$ cat src/rtl/alu_defs_pkg.sv
// Shared definitions for the ALU share arbiter.
// Holds the operand/op widths, the funct-coded ALU op codes and the arbiter FSM
// state encoding. The ALU itself lives outside the arbiter.
// Macros: none here (ALU_ARB_LOCK_EN is consumed by alu_share_arbiter).
package alu_defs_pkg;

    localparam int N_BITS  = 32;
    localparam int OP_BITS = 6;

    localparam logic [OP_BITS-1:0] OP_ADD = 6'b100000;
    localparam logic [OP_BITS-1:0] OP_SUB = 6'b100010;
    localparam logic [OP_BITS-1:0] OP_AND = 6'b100100;
    localparam logic [OP_BITS-1:0] OP_OR  = 6'b100101;
    localparam logic [OP_BITS-1:0] OP_XOR = 6'b100110;
    localparam logic [OP_BITS-1:0] OP_NOR = 6'b100111;
    localparam logic [OP_BITS-1:0] OP_SLT = 6'b101010;
    localparam logic [OP_BITS-1:0] OP_SRL = 6'b000010;
    localparam logic [OP_BITS-1:0] OP_SRA = 6'b000011;
    localparam logic [OP_BITS-1:0] OP_LUI = 6'b001111;

    typedef enum logic [1:0] {
        ST_IDLE = 2'b00,
        ST_EXEC = 2'b01,
        ST_RESP = 2'b10
    } arb_state_e;

endpackage

$ cat src/rtl/alu_share_arbiter_if.sv
// Request / ALU / response bundle of the ALU share arbiter.
//   slave  : the arbiter side (takes requests, drives ALU operands and responses)
//   master : the environment side (requesters, external ALU, response consumer)
// Signals:
//   i_req_valid/a/b/op/lock : packed per requester, req0 in the low half
//   o_req_ready             : one-hot accept
//   o_alu_a/b/op, i_alu_result : connection to the shared combinational ALU
//   o_rsp_valid/id/data, i_rsp_ready : response handshake
interface alu_share_arbiter_if;
    import alu_defs_pkg::*;

    logic [1:0]           i_req_valid;
    logic [2*N_BITS-1:0]  i_req_a;
    logic [2*N_BITS-1:0]  i_req_b;
    logic [2*OP_BITS-1:0] i_req_op;
    logic [1:0]           i_req_lock;
    logic [1:0]           o_req_ready;
    logic [N_BITS-1:0]    o_alu_a;
    logic [N_BITS-1:0]    o_alu_b;
    logic [OP_BITS-1:0]   o_alu_op;
    logic [N_BITS-1:0]    i_alu_result;
    logic                 o_rsp_valid;
    logic                 o_rsp_id;
    logic [N_BITS-1:0]    o_rsp_data;
    logic                 i_rsp_ready;

    modport slave (
        input  i_req_valid, i_req_a, i_req_b, i_req_op, i_req_lock,
        input  i_alu_result, i_rsp_ready,
        output o_req_ready, o_alu_a, o_alu_b, o_alu_op,
        output o_rsp_valid, o_rsp_id, o_rsp_data
    );

    modport master (
        output i_req_valid, i_req_a, i_req_b, i_req_op, i_req_lock,
        output i_alu_result, i_rsp_ready,
        input  o_req_ready, o_alu_a, o_alu_b, o_alu_op,
        input  o_rsp_valid, o_rsp_id, o_rsp_data
    );

endinterface

$ cat src/rtl/alu_rr_pick.sv
// Combinational 2-way round-robin picker.
// Ports:
//   valid    in  2  per-requester valid
//   ptr      in  1  requester that won last; on a tie the other one wins
//   lock_act in  1  grant restricted to lock_id
//   lock_id  in  1  locked owner
//   grant    out 2  one-hot grant (zero when nothing eligible)
module alu_rr_pick (
    input  logic [1:0] valid,
    input  logic       ptr,
    input  logic       lock_act,
    input  logic       lock_id,
    output logic [1:0] grant
);

    always_comb begin
        grant = 2'b00;
        if (lock_act) begin
            grant[lock_id] = valid[lock_id];
        end else begin
            case (valid)
                2'b01:   grant = 2'b01;
                2'b10:   grant = 2'b10;
                2'b11:   grant = ptr ? 2'b01 : 2'b10;
                default: grant = 2'b00;
            endcase
        end
    end

endmodule

$ cat src/rtl/alu_share_arbiter.sv
// Shares one external combinational ALU between two requesters (req0 = EX helper,
// req1 = debug/test port). One operation in flight; operands registered before the
// ALU, result registered after it. Accept -> o_rsp_valid latency is 2 cycles.
// Ports:
//   i_clk    in  clock, rising edge
//   i_rst_n  in  asynchronous reset, active low
//   bus      slave modport of alu_share_arbiter_if (requests, ALU, response)
// Macro: ALU_ARB_LOCK_EN enables grant locking through i_req_lock; undefined means
//   pure round-robin and i_req_lock is ignored.
//
// state | meaning
// IDLE  | offering a one-hot ready to the round-robin winner
// EXEC  | operands stable at the ALU, result captured at the end of this cycle
// RESP  | response valid, held until i_rsp_ready
module alu_share_arbiter
    import alu_defs_pkg::*;
(
    input  logic                i_clk,
    input  logic                i_rst_n,
    alu_share_arbiter_if.slave  bus
);

    arb_state_e          state;
    logic                ptr_q;
    logic                id_q;
    logic [N_BITS-1:0]   alu_a_q;
    logic [N_BITS-1:0]   alu_b_q;
    logic [OP_BITS-1:0]  alu_op_q;
    logic                rsp_valid_q;
    logic [N_BITS-1:0]   rsp_data_q;
    logic [1:0]          grant;
    logic [1:0]          ready;
    logic                accept;
    logic                win;
    logic                lock_act;

`ifdef ALU_ARB_LOCK_EN
    logic lock_q;
    // The lock owner is always the last winner, so ptr_q doubles as the owner id.
    assign lock_act = lock_q & bus.i_req_valid[ptr_q] & bus.i_req_lock[ptr_q];
`else
    logic unused_lock;
    assign unused_lock = ^bus.i_req_lock;
    assign lock_act    = 1'b0;
`endif

    alu_rr_pick u_pick (
        .valid    (bus.i_req_valid),
        .ptr      (ptr_q),
        .lock_act (lock_act),
        .lock_id  (ptr_q),
        .grant    (grant)
    );

    // Gated by i_rst_n so ready stays low while reset is held.
    assign ready  = (state == ST_IDLE && i_rst_n) ? grant : 2'b00;
    assign accept = |(bus.i_req_valid & ready);
    assign win    = ready[1];

    always_ff @(posedge i_clk or negedge i_rst_n) begin
        if (!i_rst_n) begin
            state       <= ST_IDLE;
            ptr_q       <= 1'b1;
            id_q        <= 1'b0;
            alu_a_q     <= '0;
            alu_b_q     <= '0;
            alu_op_q    <= '0;
            rsp_valid_q <= 1'b0;
            rsp_data_q  <= '0;
`ifdef ALU_ARB_LOCK_EN
            lock_q      <= 1'b0;
`endif
        end else begin
            case (state)
                ST_IDLE: begin
`ifdef ALU_ARB_LOCK_EN
                    if (!lock_act) lock_q <= 1'b0;
`endif
                    if (accept) begin
                        alu_a_q  <= win ? bus.i_req_a[2*N_BITS-1:N_BITS]   : bus.i_req_a[N_BITS-1:0];
                        alu_b_q  <= win ? bus.i_req_b[2*N_BITS-1:N_BITS]   : bus.i_req_b[N_BITS-1:0];
                        alu_op_q <= win ? bus.i_req_op[2*OP_BITS-1:OP_BITS] : bus.i_req_op[OP_BITS-1:0];
                        id_q     <= win;
                        ptr_q    <= win;
                        state    <= ST_EXEC;
                    end
                end
                ST_EXEC: begin
                    rsp_data_q  <= bus.i_alu_result;
                    rsp_valid_q <= 1'b1;
                    state       <= ST_RESP;
                end
                ST_RESP: begin
                    if (bus.i_rsp_ready) begin
                        rsp_valid_q <= 1'b0;
                        alu_a_q     <= '0;
                        alu_b_q     <= '0;
                        alu_op_q    <= '0;
`ifdef ALU_ARB_LOCK_EN
                        lock_q      <= bus.i_req_lock[id_q];
`endif
                        state       <= ST_IDLE;
                    end
                end
                default: state <= ST_IDLE;
            endcase
        end
    end

    assign bus.o_req_ready = ready;
    assign bus.o_alu_a     = alu_a_q;
    assign bus.o_alu_b     = alu_b_q;
    assign bus.o_alu_op    = alu_op_q;
    assign bus.o_rsp_valid = rsp_valid_q;
    assign bus.o_rsp_id    = id_q;
    assign bus.o_rsp_data  = rsp_data_q;

endmodule
$ cat src/flat_wrapper.sv
// flat-port wrapper written by rule: the top's interface ports become plain ports
module alu_share_arbiter_flat import alu_defs_pkg::*;
  (i_clk, i_rst_n, bus_i_req_valid, bus_i_req_a, bus_i_req_b, bus_i_req_op, bus_i_req_lock, bus_i_alu_result, bus_i_rsp_ready, bus_o_req_ready, bus_o_alu_a, bus_o_alu_b, bus_o_alu_op, bus_o_rsp_valid, bus_o_rsp_id, bus_o_rsp_data);
  alu_share_arbiter_if bus_i ();
  input  logic i_clk;
  input  logic i_rst_n;
  input wire logic [$bits(bus_i.i_req_valid)-1:0] bus_i_req_valid;
  input wire logic [$bits(bus_i.i_req_a)-1:0] bus_i_req_a;
  input wire logic [$bits(bus_i.i_req_b)-1:0] bus_i_req_b;
  input wire logic [$bits(bus_i.i_req_op)-1:0] bus_i_req_op;
  input wire logic [$bits(bus_i.i_req_lock)-1:0] bus_i_req_lock;
  input wire logic [$bits(bus_i.i_alu_result)-1:0] bus_i_alu_result;
  input wire logic [$bits(bus_i.i_rsp_ready)-1:0] bus_i_rsp_ready;
  output wire logic [$bits(bus_i.o_req_ready)-1:0] bus_o_req_ready;
  output wire logic [$bits(bus_i.o_alu_a)-1:0] bus_o_alu_a;
  output wire logic [$bits(bus_i.o_alu_b)-1:0] bus_o_alu_b;
  output wire logic [$bits(bus_i.o_alu_op)-1:0] bus_o_alu_op;
  output wire logic [$bits(bus_i.o_rsp_valid)-1:0] bus_o_rsp_valid;
  output wire logic [$bits(bus_i.o_rsp_id)-1:0] bus_o_rsp_id;
  output wire logic [$bits(bus_i.o_rsp_data)-1:0] bus_o_rsp_data;
  assign bus_i.i_req_valid = bus_i_req_valid;
  assign bus_i.i_req_a = bus_i_req_a;
  assign bus_i.i_req_b = bus_i_req_b;
  assign bus_i.i_req_op = bus_i_req_op;
  assign bus_i.i_req_lock = bus_i_req_lock;
  assign bus_i.i_alu_result = bus_i_alu_result;
  assign bus_i.i_rsp_ready = bus_i_rsp_ready;
  assign bus_o_req_ready = bus_i.o_req_ready;
  assign bus_o_alu_a = bus_i.o_alu_a;
  assign bus_o_alu_b = bus_i.o_alu_b;
  assign bus_o_alu_op = bus_i.o_alu_op;
  assign bus_o_rsp_valid = bus_i.o_rsp_valid;
  assign bus_o_rsp_id = bus_i.o_rsp_id;
  assign bus_o_rsp_data = bus_i.o_rsp_data;
  alu_share_arbiter u_core (.i_clk(i_clk), .i_rst_n(i_rst_n), .bus(bus_i));
endmodule
$ cat config.mk
export PLATFORM = sky130hd
export DESIGN_NAME = alu_share_arbiter_flat
export DESIGN_NICKNAME = d
export VERILOG_FILES = /design/src/rtl/alu_defs_pkg.sv /design/src/rtl/alu_share_arbiter_if.sv /design/src/rtl/alu_rr_pick.sv /design/src/rtl/alu_share_arbiter.sv /design/src/flat_wrapper.sv
export SDC_FILE = /design/constraint.sdc
export NUM_CORES = 1
export LEC_CHECK = 0
export CAP_MARGIN = 20
export CORE_UTILIZATION = 43
export DETAILED_ROUTE_END_ITERATION = 12
export GPL_ROUTABILITY_DRIVEN = 0
export PLACE_DENSITY = 0.81
export SLEW_MARGIN = 5
export SYNTH_ARGS = -nofsm -noshare
export SYNTH_HDL_FRONTEND = slang
export SYNTH_HIERARCHICAL = 1
export SYNTH_SLANG_ARGS = --single-unit
$ cat constraint.sdc
create_clock -name i_clk -period 2.75 [get_ports i_clk]
set_clock_uncertainty 0.15 [all_clocks]
set_input_delay 0.4125 -clock i_clk [delete_from_list [all_inputs] [get_ports i_clk]]
set_output_delay 0.4125 -clock i_clk [all_outputs]
set_load 0.02 [all_outputs]
==> out/qor.csv, run 1 <==
stage;metric;value;unit
run_status;status;finished, violations left;
run_status;violated checks;DRC;
power;Static Leak;0.00357;uW
timing;Max Freq;372;MHz
clocking;Worst-path clk slew;80;ps
routing;met3 routed WL;1820;microns
synth;yosys warning tally;6;
cells_and_area;Final Instance Area;9910;sq um
clocking;Root Driver;clkbuf_16;
synth;FF+latch count, synth;107;
grt;first-pass GRT wire length;34400;microns
placed_design;I/O Buffers;282;
die;# IOs;285;
grt;antenna violations before repair;0;
timing;Max-slew headroom;60.0;%
setup_path;crit path from;u_core/ptr_q$_DFFE_PN1P_;
cells_and_area;FILL cells;1164;
grt;gr ovfl total;0;
cells_and_area;registers;107;
cells_and_area;Non-Clock Buffer Area Fraction;31.3;%
routing;Post-route DRC;18;
clocking;cts hold-fix bufs;1;
timing;Setup-failing EPs final;0;
die;Starting Density;44.7;%
die;n_taps;184;
power;internal power;5700;uW
timing;Total Neg Setup Slack;0;ps
power;top power group;combinational cells;
min_path;hold depth;2;
power;Seq pwr share;29.3;%
setup_path;cells along the critical path;nor2_1 > a221oi_2 > and2_1 > clkdlybuf4s50_1;
timing;final worst setup slack;61.5;ps
clocking;H-tree depth;3;
synth;Mux area share;0;%
placed_design;dpl ws;-40.6;ps
synth;Post-Syn Instances;662;
synth;YS chip area;6570;sq um
synth;simple share;26.9;%
synth;Post-Syn Area;6570;sq um
cells_and_area;logic area;3540;sq um
min_path;hold wc startpoint;u_core/bus.o_rsp_data[31]$_DFFE_PN0P_;
timing;RSZ-0062 raised after global routing;no;
placed_design;Post-Place Cell Area;9520;sq um
timing;cycle use final;97.8;%
synth;Top area cell types;dfrtp_1 40%, a41oi_2 17%, nand3b_1 16%, nand2_1 9.6%, a211oi_1 8.0%;
timing;final hold vios;0;
timing;Slew @ Worst Pin;601;ps
cells_and_area;nets;1082;
power;PD cells;964;nW/um^2
synth;area leader, netlist;dfrtp_1;
die;num rows;44;
cells_and_area;Comb area share;35.7;%
timing;final hold slack;328;ps
cells_and_area;Top class by area;combinational gates;
cells_and_area;antenna diode count;0;
cells_and_area;most frequent logic cell in the layout;clkdlybuf4s50_1;
routing;detailed router's first-iteration violation count;491;
setup_path;critical path class;reg -> out;
synth;most used flip-flop cell;dfrtp_1;
setup_path;endpoint class of the critical path;output port;
grt;largest net degree at the start of global routing;80;
synth;Synth cell types;26;
power;net switching power;3850;uW
power;Clk. pwr;1490;uW
die;die width;126;microns
routing;drt first pass iters;12;
routing;antenna-violating nets left;0;
timing;Final min period;2690;ps
synth;Async SR Flop Fraction;100;%
power;peak supply drop;0.588;mV
cells_and_area;Seq area share;27.1;%
setup_path;crit path capture;bus_o_req_ready[0];
cells_and_area;Logic inverters;4;
power;P_seq;2800;uW
grt;Total GRT Usage;27.1;%
placed_design;DP HPWL;13600;microns
cells_and_area;Seq. cell area;2680;sq um
clocking;TritonCTS Buffers;9;
power;Switching Share;40.3;%
setup_path;r2r setup slk;540;ps
grt;busiest grt layer;met2;
cells_and_area;Clock-cell share;3.45;%
synth;XORs/XNORs by Area;0;%
synth;register share after synthesis;40.8;%
routing;vias per cell;5.73;
power;Tot Pwr;9560;uW
clocking;postcts setup bufs;0;
grt;vias in the first global route;6437;
cells_and_area;most numerous logic cells after layout;280 x clkdlybuf4s50_1, 167 x nand2_1, 140 x nand3b_1, 104 x dfrtp_1;
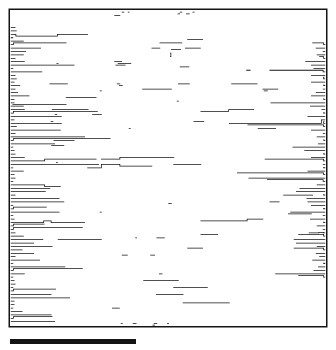
**Above:** run 1 (M3 wires).
The bar under the picture is 50 microns long.
nets with wire on the layer = 191
wire length on this layer = 1820 microns

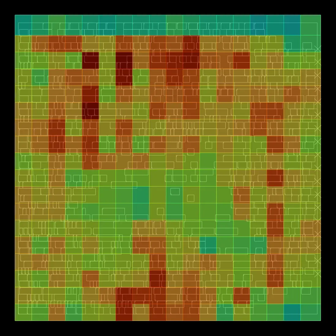
**Above:** run 1 (congestion heat map).
WL per Instance: 19.3 microns
met1 Use GR: 34.1%
Final Util: 67.4%
met2 usage: 44.1%
GR Util met3: 8.45%

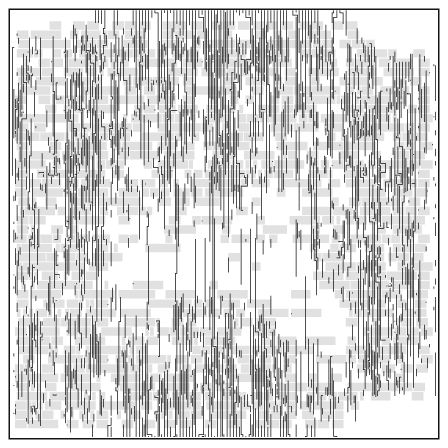
**Above:** run 1 (the metal 2 layer).
Cells faint in the background.
main direction = vertical
nets with wire on the layer = 928
share of all routed wire = 47%
wire length on this layer = 9930 microns
longest straight run = 55.6 microns

--- run 2 (diff from run 1) ---
--- a/config.mk
+++ b/config.mk
@@ -6,11 +6,11 @@
 export NUM_CORES = 1
 export LEC_CHECK = 0
 export CAP_MARGIN = 20
+export CORE_MARGIN = 2
 export CORE_UTILIZATION = 43
 export DETAILED_ROUTE_END_ITERATION = 12
 export GPL_ROUTABILITY_DRIVEN = 0
 export PLACE_DENSITY = 0.81
-export SLEW_MARGIN = 5
 export SYNTH_ARGS = -nofsm -noshare
 export SYNTH_HDL_FRONTEND = slang
 export SYNTH_HIERARCHICAL = 1
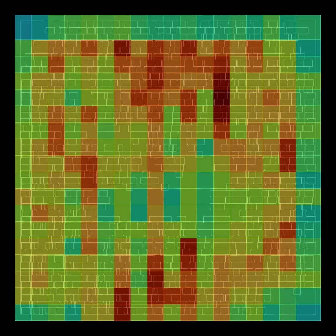
**Above:** run 2 (congestion heat map).
Final Util: 65.2%
Total GRT Usage: 25.8%

==> run 2 against run 1 <==
  * The run now ends clean
  * Cell area is 0.69% lower
  * Utilization down 2.2 points
  * Sequential share of layout area up 0.16 points
  * Critical path type is now in -> out
==> out/qor.csv, run 2 <==
stage;metric;value;unit;change
run_status;status;completed;;
cells_and_area;Seq. cell area;2680;sq um;about the same
min_path;hold depth;2;;unchanged
timing;final hold slack;324;ps;-3.94 ps
power;Clk. pwr;1380;uW;-7%
grt;largest net degree at the start of global routing;74;;-7.5%
cells_and_area;nets;1082;;unchanged
clocking;H-tree depth;3;;unchanged
timing;Slew @ Worst Pin;747;ps;+146 ps
timing;Total Neg Setup Slack;0;ps;unchanged
clocking;postcts setup bufs;0;;unchanged
grt;met2 usage;41.9;%;-2.2 points
cells_and_area;Logic inverters;4;;unchanged
synth;Synth cell types;26;;unchanged
timing;Final min period;2690;ps;-2.29 ps
die;n_taps;188;;+2.2%
die;# IOs;285;;unchanged
grt;gr ovfl total;0;;unchanged
cells_and_area;Clock-cell share;3.22;%;-0.23 points
power;peak supply drop;0.618;mV;+5.1%
synth;XORs/XNORs by Area;0;%;unchanged
setup_path;crit path capture;bus_o_req_ready[1];;
cells_and_area;most frequent logic cell in the layout;clkdlybuf4s50_1;;
grt;GR Util met3;6.20;%;-2.3 points
timing;final hold vios;0;;unchanged
cells_and_area;Seq area share;27.2;%;+0.16 points
flow_run;tool warnings;28;;
setup_path;most used cell, CP;clkdlybuf4s50_1;;
power;PD cells;959;nW/um^2;-0.49%
cells_and_area;logic area;3530;sq um;-0.18%
grt;met1 Use GR;33.4;%;-0.71 points
grt;antenna violations before repair;0;;unchanged
timing;Max Freq;372;MHz;about the same
routing;Post-route DRC;0;;-18
setup_path;crit path from;bus_i_req_valid[1];;
placed_design;I/O Buffers;282;;unchanged
timing;final worst setup slack;63.8;ps;+2.29 ps
power;Tot Pwr;9440;uW;-1.2%
synth;YS chip area;6570;sq um;unchanged
timing;Setup-failing EPs final;0;;unchanged
synth;Top area cell types;dfrtp_1 40%, a41oi_2 17%, nand3b_1 16%, nand2_1 9.6%, a211oi_1 8.0%;;
die;die width;128;microns;+1.6%
synth;FF+latch count, synth;107;;unchanged
cells_and_area;Top class by area;combinational gates;;
cells_and_area;Non-Clock Buffer Area Fraction;31.1;%;-0.19 points
routing;met3 routed WL;1500;microns;-18%
timing;cycle use final;97.7;%;about the same
timing;RSZ-0062 raised after global routing;no;;
power;top power group;combinational cells;;
cells_and_area;Non-clock buffers;306;;
setup_path;endpoint class of the critical path;output port;;
synth;Post-Syn Instances;662;;unchanged
routing;WL per Instance;19.6;microns;+1.7%
grt;busiest grt layer;met2;;
setup_path;cells along the critical path;clkdlybuf4s50_1 > o211a_1 > nand2_2 > nor3_1 > clkdlybuf4s50_1;;
synth;simple share;26.9;%;unchanged
cells_and_area;FILL cells;1262;;+8.4%
synth;Async SR Flop Fraction;100;%;unchanged
setup_path;r2r setup slk;410;ps;-130 ps
synth;Mux area share;0;%;unchanged
routing;WL final;21500;microns;
die;Starting Density;43.5;%;-1.2 points
synth;most used flip-flop cell;dfrtp_1;;
clocking;cts hold-fix bufs;1;;unchanged
routing;detailed router's first-iteration violation count;381;;-22%
clocking;Root Driver;clkbuf_16;;
synth;yosys warning tally;6;;unchanged
synth;area leader, netlist;dfrtp_1;;
synth;Adders+Majority by Area;0;%;
power;Static Leak;0.00355;uW;-0.67%
routing;vias per cell;5.73;;about the same
synth;register share after synthesis;40.8;%;unchanged
placed_design;DP HPWL;14000;microns;+2.4%
clocking;TritonCTS Buffers;9;;unchanged
die;num rows;45;;+2.3%
cells_and_area;antenna diode count;0;;unchanged
setup_path;WP data required;2190;ps;
placed_design;dpl ws;34.7;ps;+75.3 ps
grt;first-pass GRT wire length;33800;microns;-1.6%
setup_path;critical path class;in -> out;;
timing;Final Max Tran Viols;0;;
min_path;hold wc startpoint;u_core/bus.o_rsp_data[13]$_DFFE_PN0P_;;
cells_and_area;registers;107;;unchanged
clocking;Worst-path clk slew;80;ps;about the same
power;Switching Share;40.7;%;+0.45 points
clocking;Worst-Skew Late Latency;350;ps;
timing;Max-slew headroom;50.2;%;-9.7 points
synth;most instantiated cells after synthesis;168 x nand2_1, 140 x nand3b_1, 106 x dfrtp_1, 70 x a211oi_1, 70 x a41oi_2;;
power;internal power;5590;uW;-1.9%
placed_design;Post-Place Cell Area;9520;sq um;unchanged
routing;drt first pass iters;5;;-7
routing;antenna-violating nets left;0;;unchanged
power;net switching power;3850;uW;about the same
power;Seq pwr share;29.7;%;+0.4 points
cells_and_area;Final Instance Area;9840;sq um;-0.69%
setup_path;reg2reg start;u_core/ptr_q$_DFFE_PN1P_;;
cells_and_area;most numerous logic cells after layout;280 x clkdlybuf4s50_1, 167 x nand2_1, 140 x nand3b_1, 104 x dfrtp_1;;
synth;Post-Syn Area;6570;sq um;unchanged
grt;vias in the first global route;6510;;+1.1%
cells_and_area;Comb area share;35.9;%;+0.19 points
power;P_seq;2810;uW;about the same
power;Clock Power Share;14.7;%;
--- run 3 (diff from run 2) ---
--- a/config.mk
+++ b/config.mk
@@ -5,7 +5,6 @@
 export SDC_FILE = /design/constraint.sdc
 export NUM_CORES = 1
 export LEC_CHECK = 0
-export CAP_MARGIN = 20
 export CORE_MARGIN = 2
 export CORE_UTILIZATION = 43
 export DETAILED_ROUTE_END_ITERATION = 12
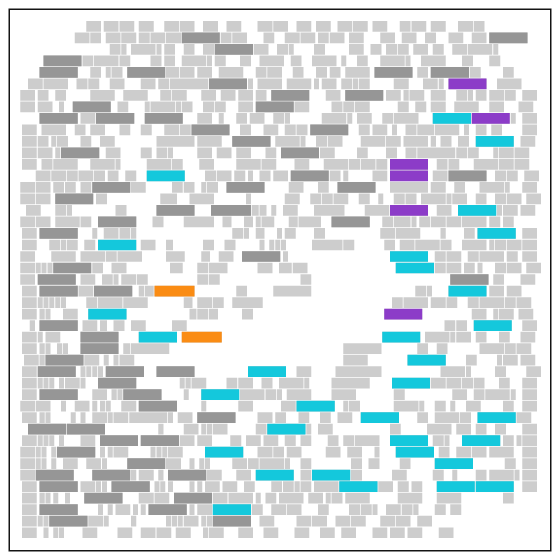
**Above:** run 3 (sequential cells grouped by signal name).
Other sequential cells in the stronger grey, the rest of the logic in the fainter grey.
purple -> u_core/bus.o_alu_op  # flops 6
cyan -> u_core/bus.o_alu_a  # flops 32
orange -> u_core/state  # flops 2

==> run 3 against run 2 <==
  * Worst hold slack about the same
  * Synthesized cell count unchanged
  * Area after synthesis is the same
  * Via count hardly changed
  * Utilization down 0.083 points
  * Setup slack improved by 27 ps
  * Highest routed layer unchanged
==> out/qor.csv, run 3 <==
stage;metric;value;unit;change
run_status;status;completed;;
routing;Post-route DRC;0;;unchanged
timing;Final Max Tran Viols;0;;unchanged
power;Switching Share;40.8;%;+0.048 points
routing;antenna-violating nets left;0;;unchanged
timing;Max Freq;376;MHz;+1.0%
grt;Total GRT Usage;25.7;%;-0.11 points
clocking;postcts setup bufs;0;;unchanged
routing;met3 routed WL;1580;microns;+5.5%
clocking;cts hold-fix bufs;1;;unchanged
setup_path;crit path from;bus_i_req_valid[1];;
clocking;H-tree depth;3;;unchanged
synth;Post-Syn Area;6570;sq um;unchanged
synth;XORs/XNORs by Area;0;%;unchanged
power;Tot Pwr;9440;uW;about the same
timing;Setup-failing EPs final;0;;unchanged
timing;cycle use final;96.7;%;-0.99 points
synth;YS chip area;6570;sq um;unchanged
placed_design;dpl ws;39.6;ps;+4.98 ps
grt;busiest grt layer;met2;;
grt;first-pass GRT wire length;33600;microns;-0.55%
setup_path;cells along the critical path;clkdlybuf4s50_1 > o211a_1 > nand2_2 > nor3_1 > clkdlybuf4s50_1;;
routing;detailed router's first-iteration violation count;448;;+18%
min_path;hold depth;2;;unchanged
synth;most used flip-flop cell;dfrtp_1;;
cells_and_area;FILL cells;1256;;-0.48%
synth;Adders+Majority by Area;0;%;unchanged
setup_path;crit path capture;bus_o_req_ready[1];;
cells_and_area;Non-Clock Buffer Area Fraction;31.0;%;-0.11 points
power;Clk. pwr;1390;uW;about the same
cells_and_area;Comb area share;35.9;%;+0.046 points
timing;Final min period;2660;ps;-27.3 ps
placed_design;Post-Place Cell Area;9500;sq um;-0.16%
power;Clock Power Share;14.7;%;about the same
synth;Top area cell types;dfrtp_1 40%, a41oi_2 17%, nand3b_1 16%, nand2_1 9.6%, a211oi_1 8.0%;;
die;# IOs;285;;unchanged
power;Static Leak;0.00354;uW;-0.17%
die;num rows;45;;unchanged
timing;final hold slack;324;ps;-0.0140 ps
grt;gr ovfl total;0;;unchanged
placed_design;DP HPWL;13900;microns;-0.75%
grt;antenna violations before repair;0;;unchanged
synth;Post-Syn Instances;662;;unchanged
die;n_taps;188;;unchanged
cells_and_area;most frequent logic cell in the layout;clkdlybuf4s50_1;;
setup_path;reg2reg start;u_core/ptr_q$_DFFE_PN1P_;;
setup_path;endpoint class of the critical path;output port;;
timing;Slew @ Worst Pin;1250;ps;+500 ps
power;P_seq;2800;uW;about the same
cells_and_area;Non-clock buffers;305;;-0.33%
grt;met1 Use GR;32.7;%;-0.75 points
routing;vias per cell;5.73;;+0.11%
setup_path;r2r setup slk;430;ps;+20 ps
synth;most common cell in the netlist;nand2_1;;
cells_and_area;Seq. cell area;2680;sq um;unchanged
grt;largest net degree at the start of global routing;74;;unchanged
grt;GR Util met3;7.24;%;+1.0 points
routing;drt first pass iters;4;;-1
clocking;TritonCTS Buffers;9;;unchanged
cells_and_area;nets;1081;;-0.092%
timing;RSZ-0062 raised after global routing;no;;
cells_and_area;registers;107;;unchanged
setup_path;critical path class;in -> out;;
routing;WL per Instance;19.5;microns;-0.92%
placed_design;I/O Buffers;282;;unchanged
synth;area leader, netlist;dfrtp_1;;
timing;Max-slew headroom;16.5;%;-34 points
synth;Async SR Flop Fraction;100;%;unchanged
flow_run;tool warnings;28;;unchanged
min_path;hold wc startpoint;u_core/bus.o_rsp_data[13]$_DFFE_PN0P_;;
cells_and_area;logic area;3530;sq um;unchanged
cells_and_area;Final Util;65.2;%;-0.083 points
cells_and_area;Top class by area;combinational gates;;
die;die width;128;microns;unchanged
power;top power group;combinational cells;;
cells_and_area;antenna diode count;0;;unchanged
power;combinational cell power;5250;uW;
cells_and_area;Seq area share;27.3;%;+0.035 points
power;net switching power;3850;uW;+0.13%
setup_path;WP data required;2190;ps;about the same
timing;final worst setup slack;91.0;ps;+27.3 ps
clocking;Worst-path clk slew;80;ps;about the same
cells_and_area;Final Instance Area;9830;sq um;-0.13%
timing;final hold vios;0;;unchanged
synth;register share after synthesis;40.8;%;unchanged
cells_and_area;most numerous logic cells after layout;280 x clkdlybuf4s50_1, 167 x nand2_1, 140 x nand3b_1, 104 x dfrtp_1;;
die;Starting Density;43.5;%;unchanged
power;PD cells;961;nW/um^2;+0.14%
synth;most instantiated cells after synthesis;168 x nand2_1, 140 x nand3b_1, 106 x dfrtp_1, 70 x a211oi_1, 70 x a41oi_2;;
synth;yosys warning tally;6;;unchanged
synth;Synth cell types;26;;unchanged
cells_and_area;Clock-cell share;3.25;%;+0.030 points
No activity file was given, so power comes from the tool's default toggle rates.
